===== src/rtl/hazard_pkg.sv =====
// Shared encodings for the pipeline hazard controller.
package hazard_pkg;

  // Operand forwarding selects for the EX-stage ALU inputs
  localparam logic [1:0] FWD_RF  = 2'b00;
  localparam logic [1:0] FWD_WB  = 2'b01;
  localparam logic [1:0] FWD_MEM = 2'b10;

  // resultSrc encoding of a load instruction
  localparam logic [1:0] RESULT_SRC_LOAD = 2'b01;

  // Hard-wired zero register; never a real producer
  localparam logic [4:0] REG_X0 = 5'd0;

  // Pick the youngest in-flight producer of rs; MEM is younger than WB so it wins.
  function automatic logic [1:0] fwd_sel(
    input logic       reg_write_m,
    input logic [4:0] rd_m,
    input logic       reg_write_w,
    input logic [4:0] rd_w,
    input logic [4:0] rs
  );
    if (reg_write_m && (rd_m != REG_X0) && (rd_m == rs)) begin
      return FWD_MEM;
    end else if (reg_write_w && (rd_w != REG_X0) && (rd_w == rs)) begin
      return FWD_WB;
    end else begin
      return FWD_RF;
    end
  endfunction

endpackage


===== src/rtl/sat_counter.sv =====
// Saturating up-counter with synchronous reset and clear.
module sat_counter #(
  parameter int W = 32
) (
  input  logic         clk,
  input  logic         reset,
  input  logic         clr,
  input  logic         inc,
  output logic [W-1:0] count
);

  // Reset beats clear beats increment; the count sticks at all-ones.
  always_ff @(posedge clk) begin
    if (reset) begin
      count <= '0;
    end else if (clr) begin
      count <= '0;
    end else if (inc && (count != {W{1'b1}})) begin
      count <= count + 1'b1;
    end
  end

endmodule


===== src/rtl/hazard_unit.sv =====
// Hazard controller for the 5-stage RV32 pipeline: load-use stall,
// control-redirect flush, EX operand forwarding and perf counters.
module hazard_unit
  import hazard_pkg::*;
#(
  parameter int         CNT_W           = 32,
  parameter logic [1:0] LOAD_RESULT_SRC = RESULT_SRC_LOAD
) (
  input  logic             clk,
  input  logic             reset,
  input  logic [4:0]       rs1D,
  input  logic [4:0]       rs2D,
  input  logic [4:0]       rs1E,
  input  logic [4:0]       rs2E,
  input  logic [4:0]       rdE,
  input  logic [4:0]       rdM,
  input  logic [4:0]       rdW,
  input  logic [1:0]       resultSrcE,
  input  logic             regWriteM,
  input  logic             regWriteW,
  input  logic             pcSrcE,
  input  logic             cntClr,
  output logic             stallF,
  output logic             stallD,
  output logic             flushD,
  output logic             flushE,
  output logic [1:0]       forwardAE,
  output logic [1:0]       forwardBE,
  output logic [CNT_W-1:0] cycleCnt,
  output logic [CNT_W-1:0] stallCnt,
  output logic [CNT_W-1:0] flushCnt
);

  logic lw_stall;
  logic stall_event;

  // A load in EX whose destination is read by the ID instruction; x0 never counts.
  assign lw_stall = (resultSrcE == LOAD_RESULT_SRC) &&
                    (rdE != REG_X0) &&
                    ((rdE == rs1D) || (rdE == rs2D));

  // A redirect squashes the ID instruction anyway, so the stall is moot then.
  assign stall_event = lw_stall && !pcSrcE;

  // Stall/flush/forward decode; reset forces bubbles and no forwarding.
  always_comb begin
    stallF    = 1'b0;
    stallD    = 1'b0;
    flushD    = 1'b0;
    flushE    = 1'b0;
    forwardAE = FWD_RF;
    forwardBE = FWD_RF;
    if (reset) begin
      flushD = 1'b1;
      flushE = 1'b1;
    end else begin
      if (pcSrcE) begin
        flushD = 1'b1;
        flushE = 1'b1;
      end else if (lw_stall) begin
        stallF = 1'b1;
        stallD = 1'b1;
        flushE = 1'b1;
      end
      forwardAE = fwd_sel(regWriteM, rdM, regWriteW, rdW, rs1E);
      forwardBE = fwd_sel(regWriteM, rdM, regWriteW, rdW, rs2E);
    end
  end

  sat_counter #(.W(CNT_W)) u_cycle_cnt (
    .clk   (clk),
    .reset (reset),
    .clr   (cntClr),
    .inc   (1'b1),
    .count (cycleCnt)
  );

  sat_counter #(.W(CNT_W)) u_stall_cnt (
    .clk   (clk),
    .reset (reset),
    .clr   (cntClr),
    .inc   (stall_event),
    .count (stallCnt)
  );

  sat_counter #(.W(CNT_W)) u_flush_cnt (
    .clk   (clk),
    .reset (reset),
    .clr   (cntClr),
    .inc   (pcSrcE),
    .count (flushCnt)
  );

endmodule


===== config.mk =====
export PLATFORM = sky130hd
export DESIGN_NAME = hazard_unit
export DESIGN_NICKNAME = d
export VERILOG_FILES = /design/src/rtl/hazard_pkg.sv /design/src/rtl/sat_counter.sv /design/src/rtl/hazard_unit.sv
export SDC_FILE = /design/constraint.sdc
export NUM_CORES = 1
export LEC_CHECK = 0
export ABC_AREA = 1
export CAP_MARGIN = 25
export CORE_MARGIN = 3
export CORE_UTILIZATION = 52
export DETAILED_ROUTE_END_ITERATION = 8
export GPL_ROUTABILITY_DRIVEN = 0
export PLACE_DENSITY = 0.89
export SYNTH_ARGS = -nofsm -noshare
export SYNTH_HDL_FRONTEND = slang
export SYNTH_HIERARCHICAL = 1
export SYNTH_SLANG_ARGS = --single-unit

===== constraint.sdc =====
create_clock -name clk -period 1.97 [get_ports clk]
set_input_delay 0.197 -clock clk [delete_from_list [all_inputs] [get_ports clk]]
set_output_delay 0.197 -clock clk [all_outputs]
set_load 0.03 [all_outputs]

Fig. 1: run 1, placement density heat map
Scale: 3 px per um. The die is cut into 12 by 12 equal tiles; black is low, pale yellow is high, 0 to 100% covered.
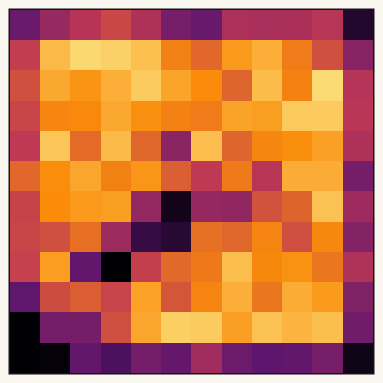
tiles over 75% full = 32%
fullest tile = 92%
emptiest ninth of the die = bottom left
nearly empty tiles = 2.8%
mean over tiles = 59%

Fig. 2: run 1, pin map
Scale: 3 px per um. Pins as bars across the die edge, other pins in grey.
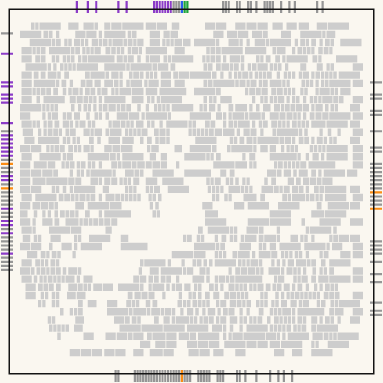
stallCnt -> purple  # pins 32, direction output, edge 20 left, 12 top
resultSrcE -> green  # pins 2, direction input, edge top
rs1D -> orange  # pins 5, direction input, edge 2 right, 2 left, 1 bottom
stallF -> blue  # pins 1, direction output, edge top

==> reports/metrics.cfg, run 1 <==
[clock_tree]
clockRootBuffer=clkbuf_16
clock-sinks=96
ctsHtreeMaxLevel=3
post_cts_buffers=0
cts.clk_slew.worst_paths_ps=70
hold_buffers=0

[timing]
setup_viol=0
fin_skew_ps=7.046
finalClockPeriodUsage_pct=94.65
max_freq_mhz=536.3
slew_viol_final=0

[route]
wl_met2_mm=9.387
wl_per_cell_um=13.93
drt_pass1_iterations=6
route.detailed.drc=0
routed_wl_mm=20.02
wl_met3_mm=1.575

[synth]
ys_cells=1107
ys_sh_aoi_pct=7.242
common_cells=286 x nand2_1, 222 x nor2_1, 100 x nand3_1
ys_sh_mux_pct=0
synth_cell_types=31
top_cells_by_area=dfxtp_1 28%, nand2_1 16%, nor2_1 12%
ys_top_logic_family=simple AND/OR/NAND/NOR gates
syn_area_per_cell_um2=6.212
synth-area-yosys_um2=6877
synthArstFlopShare_pct=0
yosysTopAreaCell=dfxtp_1
edf_count=0
ys_ff=96
simple_gate_share_pct=53.18
seq_area_frac_synth_pct=27.95
flop_cell=dfxtp_1
netlist_area_um2=6877

[run]
maxCapViolCount=0
warnings=26

[cells_and_area]
nets=1306
diodes=0
seq_area_um2=1922
syn_to_final_growth_pct=28.37
layout_top_cell=nand2_1
nFillCells=1065
drive_gt1_share_pct=12.17
final_cell_mix=286 x nand2_1, 213 x nor2_1, 129 x clkdlybuf4s50_1, 100 x nand3_1, 96 x dfxtp_1
final_cells=1437

[die]
top_level_ports=147
die_area_um2=14640
fp.dieH_um=121.0
die_w_um=121.0
core_um2=12770
row_count=41

[worst_setup_path]
endpoint=u_stall_cnt/count[30]
worst-r2r-setup-slack_ps=180
cp.required_ps=2220
cp.arrival_ps=2110
critPathMaxStageDelay_ps=520
worst_path_most_repeated_cell=nand2_1
critPathKind=in2reg
crit_path_start=rs1D[4]
crit_family=simple AND/OR/NAND/NOR gates
crit_buf_inv=3
cp_max_fo=7
cp_cell_sequence=clkdlybuf4s50_1 -> inv_1 -> nand2_1 -> nand2_1 -> nor2_2 -> nand3_1 -> nand2_1 -> nand2_2 -> nor2_4 -> buf_6 -> nand2_1 -> nor3_1 -> nand3_1 -> nor2_2 -> nand3_2 -> nand2_1 -> nor2_1
start_kind=input pin

[power_and_ir_drop]
pg_comb_uw=351
pg_seq_mw=1.95
seqPwrFrac_pct=48.7
clkPwrFrac_pct=42.5
leakage_nw=3.174
power_per_cell_area_nw_per_um2=452.3
combPwrFrac_pct=8.8
internal_power_mw=3.030
finalPower_mw=3.993
p_clk_mw=1.70

[status]
status=finished, final reports clean

[hold_path]
min_from=u_stall_cnt/count[24]
hold_end=u_stall_cnt/count[24]

[placement]
io_buffers=146
dpl.hpwl_mm=15.34
dp_cells=1421

[global_route]
use_met3_pct=5.221
grt_pass1_vias=6847
gr-total-overflow=0
grt_util_met2_pct=44.22
grt_max_degree=28

Fig. 3: run 1, clock wiring as the flow saved it
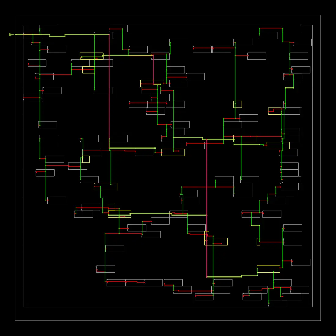
CTS buffer count: 9
Clk Latency, worst-skew pair: 350 ps
flip-flops: 96
clock buffer count: 12

Fig. 4: run 1, routed metal, one colour a layer
Scale: 2 px per um.
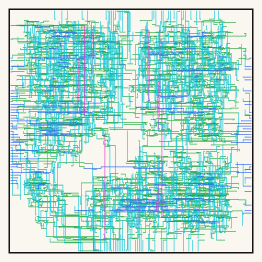
metal 4 -> magenta  # wire length 412 um
metal 1 -> green  # wire length 8,640 um
metal 3 -> blue  # wire length 1,580 um
metal 2 -> cyan  # wire length 9,390 um

[run 1: final cells by class]
| class | instances | area share (%) |
|---|---|---|
| multi-input cells | 888 | 49.78 |
| flip-flops and latches | 96 | 21.77 |
| repair buffers | 165 | 18.53 |
| inverters | 100 | 4.252 |
| clock buffers | 12 | 2.906 |
| well taps | 172 | 2.438 |
| clock inverters | 4 | 0.3260 |
[run 1: stage by stage]
step	area (um2)	setup WS [ps]	hold WS [ps]	util (%)
after floorplan	6884	200.3	394.0	-
after global placement	8483	-324.0	485.7	66.41
after detailed placement	8483	-417.1	494.8	66.41
after CTS	8771	15.62	508.9	68.66
after global routing	8827	-6.716	547.3	69.11
final	8827	105.4	506.9	69.11
[run 1: state kept, by name, summed over array words and instances (netlist names)]
signal	flops
u_cycle_cnt/count	32
u_flush_cnt/count	32
u_stall_cnt/count	32
==> run 2: changes to the inputs <==
--- a/config.mk
+++ b/config.mk
@@ -12,6 +12,7 @@
 export DETAILED_ROUTE_END_ITERATION = 8
 export GPL_ROUTABILITY_DRIVEN = 0
 export PLACE_DENSITY = 0.89
+export SKIP_CTS_REPAIR_TIMING = 1
 export SYNTH_ARGS = -nofsm -noshare
 export SYNTH_HDL_FRONTEND = slang
 export SYNTH_HIERARCHICAL = 1
Fig. 5: run 2, pin map
Scale: 3 px per um. Pins as bars across the die edge, other pins in grey.
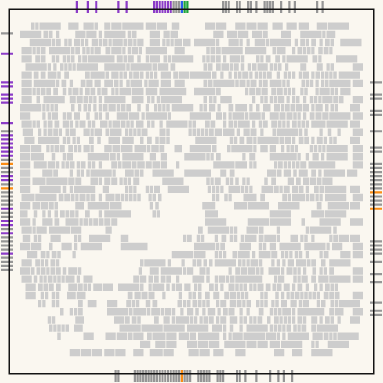
Die H: 121.0 um
Die W: 121.0 um
Port Buffers: 146

==> run 2 against run 1 <==
Against the previous run: worst setup slack gained 63 ps; core utilization grew 0.18 points; routed wire length grew 0.41%; global-route usage is essentially flat; die area is the same; clock power is essentially flat; largest power group unchanged; fmax grew 3.5%; flip-flop count is the same; non-clock buffer count grew 1; critical path depth shrank 9; sequential power is essentially flat; sequential share of layout area shrank 0.055 points; critical endpoint is now u_stall_cnt/count[28].
==> reports/metrics.cfg, run 2 <==
[timing]
slew_viol_final=0  ; unchanged
timing.hold.ws_ps=505.2  ; was 506.9 ps
finalClockPeriodUsage_pct=91.44  ; was 94.65%
fin_skew_ps=10.49  ; was 7.046 ps
rsz0062_at_grt=false
setup_viol=0  ; unchanged
final.setup.worst_slack_ps=168.6  ; was 105.4 ps
max_freq_mhz=555.1  ; was 536.3 MHz

[route]
drt_pass1_iterations=5  ; was 6
wl_per_cell_um=13.98  ; was 13.93 um
route.detailed.drc=0  ; unchanged
met1_length_mm=8.756  ; was 8.642 mm
wl_met2_mm=9.445  ; was 9.387 mm
first_iter_violations=851  ; was 799
routed_wl_mm=20.10  ; was 20.02 mm
wl_met3_mm=1.513  ; was 1.575 mm

[cells_and_area]
layout_top_cell=nand2_1  ; unchanged
top_regs=u_cycle_cnt/count (32), u_flush_cnt/count (32), u_stall_cnt/count (32)  ; unchanged
final_cells=1438  ; was 1,437
syn_to_final_growth_pct=28.69  ; was 28.37%
fin_util_pct=69.28  ; was 69.11%
nets=1307  ; was 1,306
final_area_um2=8850  ; was 8827 um2
diodes=0  ; unchanged
drive_gt1_share_pct=12.32  ; was 12.17%
final_cell_mix=286 x nand2_1, 213 x nor2_1, 125 x clkdlybuf4s50_1, 100 x nand3_1, 96 x dfxtp_1  ; was 286 x nand2_1, 213 x nor2_1, 129 x clkdlybuf4s50_1, 100 x nand3_1, 96 x dfxtp_1

[worst_setup_path]
cp.arrival_ps=2050  ; was 2110 ps
worst_path_most_repeated_cell=nor2_4  ; was nand2_1
cp.required_ps=2220  ; about the same
r2r-end=u_stall_cnt/count[28]  ; unchanged
worst-r2r-setup-slack_ps=170  ; was 180 ps
start_kind=flop  ; was input pin
crit_path_start=u_stall_cnt/count[0]  ; was rs1D[4]
endpoint=u_stall_cnt/count[28]  ; was u_stall_cnt/count[30]
crit_buf_inv=0  ; was 3
critPathMaxStageDelay_ps=410  ; was 520 ps
critPathKind=reg2reg  ; was in2reg
crit_family=simple AND/OR/NAND/NOR gates  ; unchanged
cp_max_fo=26  ; was 7
r2r_start=u_stall_cnt/count[0]  ; unchanged
cp_cell_sequence=ha_1 -> nand2_2 -> nor2_4 -> nand2_4 -> nor2_4 -> nand3b_4 -> a21oi_1 -> nor2_1  ; was clkdlybuf4s50_1 -> inv_1 -> nand2_1 -> nand2_1 -> nor2_2 -> nand3_1 -> nand2_1 -> nand2_2 -> nor2_4 -> buf_6 -> nand2_1 -> nor3_1 -> nand3_1 -> nor2_2 -> nand3_2 -> nand2_1 -> nor2_1

[clock_tree]
ctsHtreeMaxLevel=3  ; unchanged
numCtsBuffers=9  ; unchanged
cts.clk_slew.worst_paths_ps=70  ; about the same
clock-sinks=96  ; unchanged
insertion_delay_ps=360  ; was 350 ps
clockRootBuffer=clkbuf_16  ; unchanged

[synth]
netlist_area_um2=6877  ; unchanged
yosysTopAreaCell=dfxtp_1  ; unchanged
ys_sh_mux_pct=0  ; unchanged
synth_cell_types=31  ; unchanged
flop_cell=dfxtp_1  ; unchanged
seq_area_frac_synth_pct=27.95  ; unchanged
ys_ff=96  ; unchanged
ys_sh_aoi_pct=7.242  ; unchanged
ys_cells=1107  ; unchanged
top_cells_by_area=dfxtp_1 28%, nand2_1 16%, nor2_1 12%  ; unchanged
synth-area-yosys_um2=6877  ; unchanged
synthArstFlopShare_pct=0  ; unchanged
syn_area_per_cell_um2=6.212  ; unchanged
simple_gate_share_pct=53.18  ; unchanged
netlist.area_leader.share_pct=27.95  ; unchanged
ys_top_logic_family=simple AND/OR/NAND/NOR gates  ; unchanged
common_cells=286 x nand2_1, 222 x nor2_1, 100 x nand3_1  ; unchanged
edf_count=0  ; unchanged

[status]
status=finished, final reports clean  ; unchanged

[hold_path]
hold_end=u_stall_cnt/count[24]  ; unchanged
min_from=u_stall_cnt/count[24]  ; unchanged

[power_and_ir_drop]
finalPower_mw=3.997  ; was 3.993 mW
power_per_cell_area_nw_per_um2=451.6  ; was 452.3 nW/um2
leakage_nw=3.215  ; was 3.174 nW

[die]
top_level_ports=147  ; unchanged
die_area_um2=14640  ; unchanged
core_um2=12770  ; unchanged
row_count=41  ; unchanged

[placement]
dpl.hpwl_mm=15.34  ; unchanged
place_area_um2=8483  ; unchanged
dp_slack_ps=-417.1  ; unchanged
dp_cells=1421  ; unchanged

[run]
warnings=26  ; unchanged
maxCapViolCount=0  ; unchanged

[global_route]
use_met3_pct=5.221  ; unchanged
gr-total-overflow=0  ; unchanged
grt_max_degree=28  ; unchanged
grt_util_met2_pct=44.11  ; was 44.22%
grt_pass1_vias=6849  ; was 6,847

run 2: cell counts after synthesis:
Identical to the previous run, type by type.
run 2: kinds of logic after synthesis:
kind of cell / count (synthesis)
AOI/OAI and AO/OA: 92
adders and majority gates: 3
buffers and inverters: 125
other: 1
DFF: 96
and+or+nand+nor: 772
xor gates and xnor gates: 18
run 2: power by group:
group	internal (mW)	switching (mW)
Clock	0.926	0.775
Combinational	0.160	0.190
Sequential	1.94	0.00331
run 2: final cells by class:
cell class | count | area [um2]
clock buffer | 12 | 256.5
clock inverter | 4 | 28.78
fill | 1058 | 3924
inverter | 100 | 375.4
multi-input combinational | 888 | 4399
sequential | 96 | 1922
tap | 172 | 215.2
timing repair buffer | 166 | 1653
No activity file was given, so power comes from the tool's default toggle rates.
